--- src/rtl/mips_pkg.sv ---
// Shared definitions for the 5-stage MIPS core: widths, ALU operation codes
// and the operand forward-select encoding.
package mips_pkg;

    localparam int DATA_WIDTH     = 32;
    localparam int REG_ADDR_WIDTH = 5;
    localparam int ALU_OP_WIDTH   = 4;
    localparam int SHAMT_WIDTH    = 5;

    localparam logic [ALU_OP_WIDTH-1:0] ALU_LUI = 4'b0000;
    localparam logic [ALU_OP_WIDTH-1:0] ALU_OR  = 4'b0001;
    localparam logic [ALU_OP_WIDTH-1:0] ALU_SLL = 4'b0010;
    localparam logic [ALU_OP_WIDTH-1:0] ALU_ADD = 4'b0011;
    localparam logic [ALU_OP_WIDTH-1:0] ALU_SRL = 4'b0100;
    localparam logic [ALU_OP_WIDTH-1:0] ALU_SUB = 4'b0101;

    typedef enum logic [1:0] {
        FWD_REG = 2'd0,
        FWD_EXM = 2'd1,
        FWD_WB  = 2'd2
    } fwd_sel_e;

endpackage

--- src/rtl/forward_unit.sv ---
// Operand forwarding select for the EX stage. EX/MEM has priority over MEM/WB;
// register 0 is never forwarded.
import mips_pkg::*;

module forward_unit #(
    parameter int REG_ADDR_WIDTH = 5
) (
    input  logic [REG_ADDR_WIDTH-1:0] rs_addr,
    input  logic [REG_ADDR_WIDTH-1:0] rt_addr,
    input  logic                      exm_reg_write,
    input  logic [REG_ADDR_WIDTH-1:0] exm_rd,
    input  logic                      wb_reg_write,
    input  logic [REG_ADDR_WIDTH-1:0] wb_rd,
    output fwd_sel_e                  fwd_a,
    output fwd_sel_e                  fwd_b
);

    logic exm_live;
    logic wb_live;

    assign exm_live = exm_reg_write && (exm_rd != {REG_ADDR_WIDTH{1'b0}});
    assign wb_live  = wb_reg_write  && (wb_rd  != {REG_ADDR_WIDTH{1'b0}});

    // Select source for each operand, newest producer first
    always_comb begin
        fwd_a = FWD_REG;
        fwd_b = FWD_REG;
        if (exm_live && (exm_rd == rs_addr)) begin
            fwd_a = FWD_EXM;
        end else if (wb_live && (wb_rd == rs_addr)) begin
            fwd_a = FWD_WB;
        end else begin
            fwd_a = FWD_REG;
        end
        if (exm_live && (exm_rd == rt_addr)) begin
            fwd_b = FWD_EXM;
        end else if (wb_live && (wb_rd == rt_addr)) begin
            fwd_b = FWD_WB;
        end else begin
            fwd_b = FWD_REG;
        end
    end

endmodule

--- src/rtl/id_ex_operand_stage.sv ---
// ID/EX pipeline register with forwarding muxes into the ALU and load-use
// hazard detection (one bubble per hazard).
import mips_pkg::*;

module id_ex_operand_stage #(
    parameter int DATA_WIDTH     = 32,
    parameter int REG_ADDR_WIDTH = 5,
    parameter int ALU_OP_WIDTH   = 4
) (
    input  logic                      clk,
    input  logic                      reset,
    input  logic                      stall_i,
    input  logic                      flush_i,
    input  logic                      valid_i,
    input  logic [DATA_WIDTH-1:0]     rs_data_i,
    input  logic [DATA_WIDTH-1:0]     rt_data_i,
    input  logic [DATA_WIDTH-1:0]     imm_ext_i,
    input  logic [4:0]                shamt_i,
    input  logic [REG_ADDR_WIDTH-1:0] rs_addr_i,
    input  logic [REG_ADDR_WIDTH-1:0] rt_addr_i,
    input  logic [REG_ADDR_WIDTH-1:0] rd_addr_i,
    input  logic [ALU_OP_WIDTH-1:0]   alu_op_i,
    input  logic                      alu_src_i,
    input  logic                      reg_dst_i,
    input  logic                      reg_write_i,
    input  logic                      mem_read_i,
    input  logic                      mem_write_i,
    input  logic                      mem_to_reg_i,
    input  logic                      exm_reg_write_i,
    input  logic [REG_ADDR_WIDTH-1:0] exm_rd_i,
    input  logic [DATA_WIDTH-1:0]     exm_result_i,
    input  logic                      wb_reg_write_i,
    input  logic [REG_ADDR_WIDTH-1:0] wb_rd_i,
    input  logic [DATA_WIDTH-1:0]     wb_result_i,
    output logic [ALU_OP_WIDTH-1:0]   alu_operation_o,
    output logic [DATA_WIDTH-1:0]     a_o,
    output logic [DATA_WIDTH-1:0]     b_o,
    output logic [4:0]                shamt_o,
    output logic [DATA_WIDTH-1:0]     store_data_o,
    output logic [REG_ADDR_WIDTH-1:0] write_reg_o,
    output logic                      reg_write_o,
    output logic                      mem_read_o,
    output logic                      mem_write_o,
    output logic                      mem_to_reg_o,
    output logic                      valid_o,
    output logic                      load_use_o
);

    logic                      valid_q;
    logic                      reg_write_q;
    logic                      mem_read_q;
    logic                      mem_write_q;
    logic                      mem_to_reg_q;
    logic                      alu_src_q;
    logic [ALU_OP_WIDTH-1:0]   alu_op_q;
    logic [4:0]                shamt_q;
    logic [REG_ADDR_WIDTH-1:0] rs_addr_q;
    logic [REG_ADDR_WIDTH-1:0] rt_addr_q;
    logic [REG_ADDR_WIDTH-1:0] write_reg_q;
    logic [DATA_WIDTH-1:0]     rs_data_q;
    logic [DATA_WIDTH-1:0]     rt_data_q;
    logic [DATA_WIDTH-1:0]     imm_q;

    logic                      load_use;
    logic                      bubble;
    fwd_sel_e                  fwd_a;
    fwd_sel_e                  fwd_b;
    logic [DATA_WIDTH-1:0]     fwd_rs;
    logic [DATA_WIDTH-1:0]     fwd_rt;

    assign load_use = valid_q && mem_read_q
                   && (write_reg_q != {REG_ADDR_WIDTH{1'b0}})
                   && valid_i
                   && ((write_reg_q == rs_addr_i) || (write_reg_q == rt_addr_i));

    // Flush outranks stall; a load-use bubble only goes in when not frozen.
    assign bubble = flush_i || (!stall_i && load_use);

    // Pipeline register: reset/bubble zero everything, stall holds, else load ID
    always_ff @(posedge clk) begin
        if (reset || bubble) begin
            valid_q      <= 1'b0;
            reg_write_q  <= 1'b0;
            mem_read_q   <= 1'b0;
            mem_write_q  <= 1'b0;
            mem_to_reg_q <= 1'b0;
            alu_src_q    <= 1'b0;
            alu_op_q     <= {ALU_OP_WIDTH{1'b0}};
            shamt_q      <= 5'd0;
            rs_addr_q    <= {REG_ADDR_WIDTH{1'b0}};
            rt_addr_q    <= {REG_ADDR_WIDTH{1'b0}};
            write_reg_q  <= {REG_ADDR_WIDTH{1'b0}};
            rs_data_q    <= {DATA_WIDTH{1'b0}};
            rt_data_q    <= {DATA_WIDTH{1'b0}};
            imm_q        <= {DATA_WIDTH{1'b0}};
        end else if (!stall_i) begin
            valid_q      <= valid_i;
            reg_write_q  <= reg_write_i;
            mem_read_q   <= mem_read_i;
            mem_write_q  <= mem_write_i;
            mem_to_reg_q <= mem_to_reg_i;
            alu_src_q    <= alu_src_i;
            alu_op_q     <= alu_op_i;
            shamt_q      <= shamt_i;
            rs_addr_q    <= rs_addr_i;
            rt_addr_q    <= rt_addr_i;
            write_reg_q  <= reg_dst_i ? rd_addr_i : rt_addr_i;
            rs_data_q    <= rs_data_i;
            rt_data_q    <= rt_data_i;
            imm_q        <= imm_ext_i;
        end
    end

    forward_unit #(
        .REG_ADDR_WIDTH (REG_ADDR_WIDTH)
    ) u_forward_unit (
        .rs_addr       (rs_addr_q),
        .rt_addr       (rt_addr_q),
        .exm_reg_write (exm_reg_write_i),
        .exm_rd        (exm_rd_i),
        .wb_reg_write  (wb_reg_write_i),
        .wb_rd         (wb_rd_i),
        .fwd_a         (fwd_a),
        .fwd_b         (fwd_b)
    );

    // Forwarding muxes stay live during stall so operands track producers
    always_comb begin
        fwd_rs = rs_data_q;
        fwd_rt = rt_data_q;
        case (fwd_a)
            FWD_EXM: fwd_rs = exm_result_i;
            FWD_WB:  fwd_rs = wb_result_i;
            default: fwd_rs = rs_data_q;
        endcase
        case (fwd_b)
            FWD_EXM: fwd_rt = exm_result_i;
            FWD_WB:  fwd_rt = wb_result_i;
            default: fwd_rt = rt_data_q;
        endcase
    end

    assign a_o          = fwd_rs;
    assign b_o          = alu_src_q ? imm_q : fwd_rt;
    assign store_data_o = fwd_rt;
    assign load_use_o   = load_use;

    assign alu_operation_o = alu_op_q;
    assign shamt_o         = shamt_q;
    assign write_reg_o     = write_reg_q;
    assign reg_write_o     = reg_write_q;
    assign mem_read_o      = mem_read_q;
    assign mem_write_o     = mem_write_q;
    assign mem_to_reg_o    = mem_to_reg_q;
    assign valid_o         = valid_q;

endmodule

--- config.mk ---
export PLATFORM = sky130hd
export DESIGN_NAME = id_ex_operand_stage
export DESIGN_NICKNAME = d
export VERILOG_FILES = /design/src/rtl/mips_pkg.sv /design/src/rtl/forward_unit.sv /design/src/rtl/id_ex_operand_stage.sv
export SDC_FILE = /design/constraint.sdc
export NUM_CORES = 1
export LEC_CHECK = 0
export ABC_AREA = 1
export ABC_CLOCK_PERIOD_IN_PS = 6000
export CAP_MARGIN = 40
export CORE_AREA = 5 5 129 131
export CTS_CLUSTER_SIZE = 24
export DETAILED_ROUTE_END_ITERATION = 6
export DIE_AREA = 0 0 134 136
export PLACE_DENSITY = 0.95
export REMOVE_ABC_BUFFERS = 1
export SLEW_MARGIN = 15
export SYNTH_ARGS = -nofsm -noshare
export SYNTH_HDL_FRONTEND = slang
export SYNTH_HIERARCHICAL = 1
export SYNTH_SLANG_ARGS = --single-unit
--- constraint.sdc ---
create_clock -name clk -period 6 [get_ports clk]
set_input_delay 1.2 -clock clk [delete_from_list [all_inputs] [get_ports clk]]
set_output_delay 1.2 -clock clk [all_outputs]
set_load 0.01 [all_outputs]
==> ci_impl_report.md <==
### Metrics collected by this job

| Metric | Value |
|---|---|
| Run status | complete, no violations |
| Final antenna-violating net count | 0 |
| Most frequent cell after synthesis | nand2_1 |
| Routability Congestion | around 0.97 |
| Dominant flop cell | dfxtp_1 |
| Fillers | approximately 1200 |
| H-tree levels | 4 |
| Die Width | approximately 130 um |
| DR WL/cell | 17.6 um |
| Sum Neg Setup Slack | 0 ns |
| Cell Rows | between 40 and 50 |
| Fin nets | 1475 |
| Worst VDD drop | roughly 0.18 mV |
| P per Cell Area | 222 nW/um2 |
| Post-CTS setup buffer count | 0 |
| Post-synth seq share | between 30 and 40% |
| CP Class | in2out |
| Maxcap violations | 0 |
| Worst Path Required | about 4.8 ns |
| Setup slack at placement | around 0.79 ns |
| CTS resizes | 0 |
| Share of layout cells above drive strength 1 | 4.78% |
| Slowest-stage cell, CP | clkdlybuf4s50_1 |
| Root Driver | clkbuf_16 |
| IO Pins | between 300 and 400 |
| Top cells by count | nand2_1 (231), nor2_1 (219), a21oi_1 (138) |
| Worst Path Arrival | 4.06 ns |
| Core region area | around 15000 um2 |
| Avg Inst Size Synth | ~7.0 um2 |
| # setup viols final | 0 |
| Pin count of the biggest net entering global routing | around 80 |
| Finished Core Util | 69.2% |
| OpenROAD warning count | 27 |
| Rel. slew slack | roughly two thirds |
| Most used cell, CP | nand2_1 |
| Area share, top type | a little under two fifths |
| GRT Resource Usage Total | a little over a quarter |
| Synth area leader | dfxtp_1 |
| CP Cell Sequence | clkdlybuf4s50_1 > inv_2 > nand2_1 > nand2_1 > nor2_1 > nand3_1 > nor2_2 > nor2_1 > ha_1 > buf_4 > a21oi_1 > a21oi_1 > nand2_1 > nand2_1 > clkdlybuf4s50_1 |
| Max Slew Vio Count | 0 |
| Grt ovf | 0 |
| Number of port buffers | between 300 and 400 |
| Biggest cell delay along the critical path | 0.55 ns |
| CTS tree | built |
| Fp_density | ~44% |
| First-pass GRT wire length | 39400 um |
| Worst setup EP type | output pin |
| F_max | ~190 MHz |
| Routed vias/inst | around 5.3 |
| Post-synth area from yosys stat | 6740 um2 |
| CTS max path bufs | 2 |
| Post-synthesis cell type count | 22 |
| Syn Inst Count | roughly 970 |
| Family with the most delay on the worst path | buffers and inverters |
| Leak pwr | ~4.6 nW |
| Initial antenna violation count | 0 |
| CP Max Fanout | 32 |
| Synth Warn # | 6 |
| Cell area after synthesis | between 6000 and 7000 um2 |
| DIE AREA | around 18000 um2 |
| Unrepaired setup endpoints after global routing | no |
| Drt initial violations | ~600 |
| Ys async rst share | 0% |
| DRT Pass-1 Iters | 5 |
| Fin. Hold Viols | 0 |
| HP Class | reg2reg |
| Top cells, area | dfxtp_1 (37%), mux2i_1 (17%), nand2_1 (13%), nor2_1 (12%), a21oi_1 (10%) |
| ANT cells | 0 |
| Clk latency late pin | about 0.42 ns |
| Vias in the first global route | about 7900 |
| Final Skew | 0.0132 ns |
| CP bufs+invs | 4 |
| Setup slack after layout | 0.737 ns |
| Chip height | 136 um |
| Area Growth Syn to Fin | 58.9% |
| CTS clk-pin slew, worst paths | 0.06 ns |
| Post-route DRC | 0 |
[tightest hold or removal path, delay by kind of cell (launching register included)]
kind | cells | cell delay (ns)
flops | 1 | 0.32
simple gates | 1 | 0.09
mux | 1 | 0.07
[state kept, by name, indices dropped and copies added (netlist names)]
| name | cells |
|---|---|
| alu_operation_o | 4 |
| alu_src_q | 1 |
| imm_q | 32 |
| mem_read_o | 1 |
| mem_to_reg_o | 1 |
| mem_write_o | 1 |
| reg_write_o | 1 |
| rs_addr_q | 5 |
| rs_data_q | 32 |
| rt_addr_q | 5 |
| rt_data_q | 32 |
| shamt_o | 5 |
| valid_o | 1 |
| write_reg_o | 5 |
[logic make-up after synthesis]
logic type	Yosys count	share of synthesized area [%]
AOI/OAI and AO/OA	147	10.9
xor gates and xnor gates	10	1.30
muxes	113	16.8
adders and majority gates	4	0.742
DFF	126	37.4
buffers and inverters	100	6.51
and+or+nand+nor	465	26.3
[metal layers]
metal	GRT usage, %	vias to the layer above	wire (um)
li1	-	3723	-
met4	15.9	0	1330
met1	30.8	3552	9800
met5	0	-	0
met2	47.0	441	12500
met3	7.07	102	2250
[worst paths after layout]
check | startpoint | to | depth (start not counted) | slack, ns
hold / removal | imm_q[2]$_SDFFE_PP0N_ | imm_q[2]$_SDFFE_PP0N_ | 2 | 0.51
setup reg to reg | write_reg_o[1]$_SDFFE_PP0N_ | rt_data_q[14]$_SDFFE_PP0N_ | 11 | 3.72
hold reg to reg | imm_q[2]$_SDFFE_PP0N_ | imm_q[2]$_SDFFE_PP0N_ | 2 | 0.51
setup / recovery | exm_rd_i[2] | b_o[22] | 15 | 0.74
[stage by stage]
| stage | cells | hold slack, ns | area (um2) | power (mW) |
|---|---|---|---|---|
| after detailed placement | 1436 | 0.497 | 10100 | 1.36 |
| after CTS | 1468 | 0.512 | 10700 | 2.40 |
| final | 1469 | 0.508 | 10700 | 2.38 |
| after floorplan | 902 | 0.479 | 6440 | 1.06 |
| after global routing | 1469 | 0.527 | 10700 | 2.47 |
| after global placement | 1434 | 0.488 | 10000 | 1.35 |
[where the power goes]
part,internal (mW),switching (mW)
logic,0.268,0.202
clock network,0.617,0.408
registers,0.865,0.0178
total,1.75,0.629
[cell usage in the layout (no fill, tap or decap), types with 5 or more instances in the layout]
cell type	n
xnor2_1	8
inv_1	33
buf_4	18
o21ai_0	9
nand2_1	231
nand3_1	6
dfxtp_1	126
nor2_1	219
mux2i_1	113
clkdlybuf4s50_1	321
clkbuf_16	17
a21oi_1	138
clkinvlp_4	5
[area by class of cell]
| class | instances | area [um2] | area share (%) |
|---|---|---|---|
| Clock buffer | 17 | 425 | 3.97 |
| Clock inverter | 15 | 163 | 1.52 |
| Inverter | 37 | 139 | 1.30 |
| Multi-Input combinational cell | 739 | 3780 | 35.3 |
| Sequential cell | 126 | 2520 | 23.6 |
| Tap cell | 192 | 240 | 2.24 |
| Timing Repair Buffer | 343 | 3430 | 32.1 |
Figure 1. The metal 1 layer.
The bar under the picture is 50 um long.
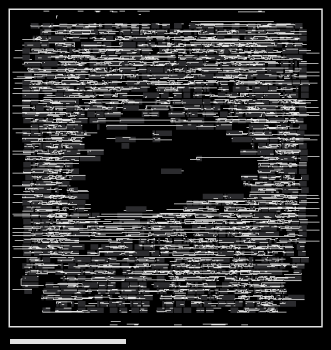
share of all routed wire	38%
nets with wire on the layer	1331
wire length on this layer	9800 um
longest straight run	40.5 um
main direction	horizontal
DR vias: 7818
final WL: 25900 um
GR Layer Usage met1: 30.8%

Figure 2. Metal 2.
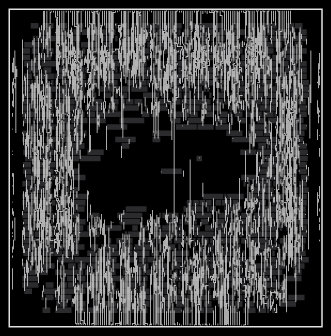
longest straight run	72.4 um
wire length on this layer	12500 um
share of all routed wire	48%
main direction	vertical
nets with wire on the layer	1233
met2 Usage GRT: 47.0%

No activity file was given, so power comes from the tool's default toggle rates.
